Figure 1. PDN straps and rails (run 1).
The bar under the picture is 50 um long. Pins as bars on the die edge.
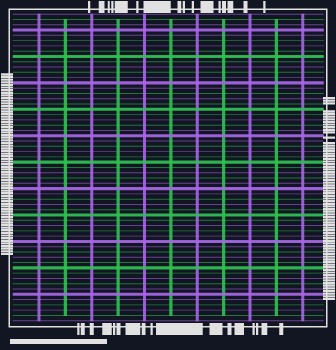
Figure 2. Placement by cell class (run 1).
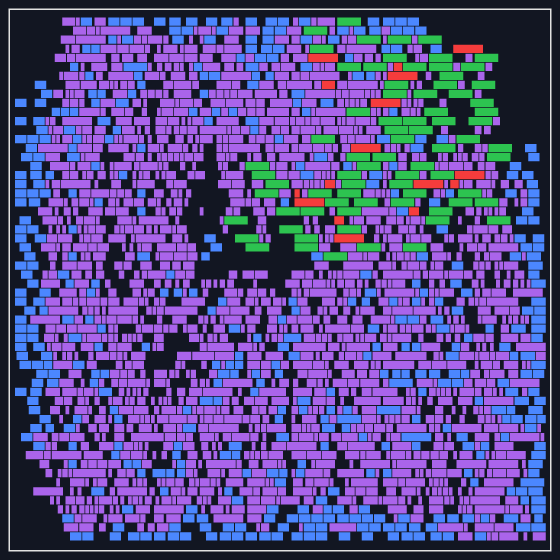
Figure 3. Routed clock nets over the placement (run 1).
The bar under the picture is 50 um long.
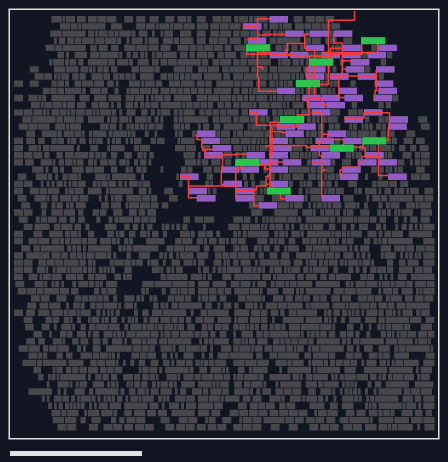
==> config.mk <==
export PLATFORM = sky130hd
export DESIGN_NAME = me_search_ctrl
export DESIGN_NICKNAME = d
export VERILOG_FILES = /design/src/rtl/me_search_ctrl_pkg.sv /design/src/rtl/me_search_ctrl_sad_min_tree.sv /design/src/rtl/me_search_ctrl.sv
export SDC_FILE = /design/constraint.sdc
export NUM_CORES = 1
export LEC_CHECK = 0
export CORE_UTILIZATION = 48
export CTS_CLUSTER_SIZE = 14
export DETAILED_ROUTE_END_ITERATION = 8
export PLACE_DENSITY = 0.79
export SETUP_SLACK_MARGIN = 0.15
export SLEW_MARGIN = 20
export SYNTH_ARGS = -nofsm -noshare
export SYNTH_HDL_FRONTEND = slang
export SYNTH_SLANG_ARGS = --single-unit
export TNS_END_PERCENT = 20
==> constraint.sdc <==
create_clock -name clk -period 39.8 [get_ports clk]
set_input_delay 7.96 -clock clk [delete_from_list [all_inputs] [get_ports clk]]
set_output_delay 7.96 -clock clk [all_outputs]
set_load 0.1 [all_outputs]
==> summary.txt <==
Notes on the physical implementation.

- In this run the top signal layer used is met4.
- The post-CTS clock slew at the launch and capture registers of the worst setup and hold paths is 60 ps, for reference.
- The proportion of synthesized chip area in sequential cells is between 10% and 20%, for reference.
- Detailed placement reports a standard cell area of 0.0159 sq mm.
- The register with the most flip-flops in the layout has 16 of them.
- Across all register-to-register paths, the minimum setup slack is 36810 ps.
- The chip area is 0.0265 sq mm, for reference.
- The synthesis-stage register bit count is about 75, for reference.
- The flow ran to the end, and the final reports show no timing, DRC or antenna violations.
- The total area of sequential cells is 0.00150 sq mm, for reference.
- The total number of H-tree levels is 3, for reference.
- The initial antenna violation count is 3, for reference.
- The post-cts sizing count is 20, for reference.
- The pre-placement core utilization is 49.0%, for reference.
- The number of cells on the critical path is 176, for reference.
- The worst stage delay on the critical path is 560 ps, for reference.
- Across the run, the number of max-cap violations was 0.
- The worst-path cell with the longest stage delay is sky130_fd_sc_hd__clkdlybuf4s50_1, for reference.
- Leaving out fill and tap cells, the most frequent cell in the layout is sky130_fd_sc_hd__clkdlybuf4s50_1.
- After clock tree synthesis, the flow added hold-fix buffers numbering 0.
- The final timing report lists a max-slew violation count of 0.
- Summing over every cut layer, the via total after detailed routing is approximately 15k.
- The fraction of final layout cells with drive strength greater than 1 is 27.7%, for reference.
- The fraction of the mapped netlist area in compound gates is 31.5%, for reference.
- Yosys reports that the most numerous cell types are 173 x sky130_fd_sc_hd__ha_1, 169 x sky130_fd_sc_hd__inv_1, 153 x sky130_fd_sc_hd__nor2_1.
- The busiest metal layer after global routing is met2, for reference.
- By area the synthesized netlist is led by sky130_fd_sc_hd__ha_1 17%, sky130_fd_sc_hd__dfxtp_1 12%, sky130_fd_sc_hd__a21oi_1 6.0%.
- The worst setup path is of the input port to register kind.
- The family of cells with the greatest summed delay on the critical path is AND-OR/OR-AND gates, for reference.
- The smallest hold slack is between 400 and 500 ps, for reference.
- The maximum clock rate is 25.3 MHz, for reference.
- The critical path endpoint category is a register, for reference.
- The global-route track usage on met2 is 52.6%, for reference.
- The buffer-and-inverter tally for the worst setup path is 24, for reference.
- The tally of non-filler cells in the final layout is roughly 2.5k, for reference.
- Looking at the cell usage after synthesis, the top flip-flop cell is sky130_fd_sc_hd__dfxtp_1.
- The chip area line of the yosys report is 0.0124 sq mm, for reference.
- The final critical-path setup slack is 315 ps, for reference.
- In this run, placement finished with an instance count of 2307.
- The OpenROAD warning count is 28, for reference.
- The finished cells cover 0.0192 sq mm.
- Between the synthesized netlist and the finished layout, the area growth was recorded as 54.6%.
- Per the CTS log, the buffer count on the longest clock path is 2.
- The clock period could shrink to approximately 39000 ps.
- The area share of xor/xnor cells in the synthesized design is 1.76%, for reference.
- The HPWL after detailed placement is 33.7 mm.
- In the hold timing report, the worst path depth is 1.
- The I/O pin count is 262, for reference.
- The pin closest to its max-slew limit shows a slew of 1120 ps.
- The clock latency at the later pin of the worst-skew pair is around 340 ps, for reference.
- The met1 track demand over resource is between 30% and 40%, for reference.
- Detailed routing placed a total of approximately 23 mm of wire on met2.
- The detailed-router iteration count before antenna repair is 6, for reference.
- The cell that appears most often on the critical path is sky130_fd_sc_hd__ha_4.
- The post-route report lists met1 wire length as 19.2 mm.
- Per the synthesis report, the simple-gate share of the synthesized area is 22.0%.
- TritonCTS built the clock tree.
Back to the opening pictures, Figure 1:
VSS -> purple
VDD -> green
rows = 58
met5 straps = 11
met1 rails = 59
signal pins = 262
Chip Width: 163 um
die extent in y: 163 um

Back to the opening pictures, Figure 2:
remaining buffers and delay cells -> blue  # cells 458, share of their area 23%
registers -> green  # cells 75, share of their area 8.0%
clock drivers and dummy loads -> red  # cells 16, share of their area 1.5%
remaining logic cells -> purple  # cells 1580, share of their area 67%
Seq/total area: 7.84%
Core Util, Final: 75.8%

Back to the opening pictures, Figure 3:
clock wires -> red  # length 821 um
clock-net drivers -> green  # count 9
flip-flops -> purple  # count 75
routed clock nets = 10
clock skew after layout: 7.39 ps

-- run 1: cell families after synthesis --
group / Yosys count
AOI/OAI and AO/OA: 575
DFF: 75
xor gates and xnor gates: 24
buffers and inverters: 232
adders and majority gates: 177
muxes: 86
and+or+nand+nor: 541
-- run 1: final cells by class --
type                       count  share of cell area, %
multi-input combinational   1410                   62.4
antenna                        4                 0.0523
timing repair buffer         458                   22.6
tap                          330                   2.16
clock buffer                   9                   1.18
inverter                     170                   3.40
sequential                    75                   7.84
clock inverter                 7                  0.301
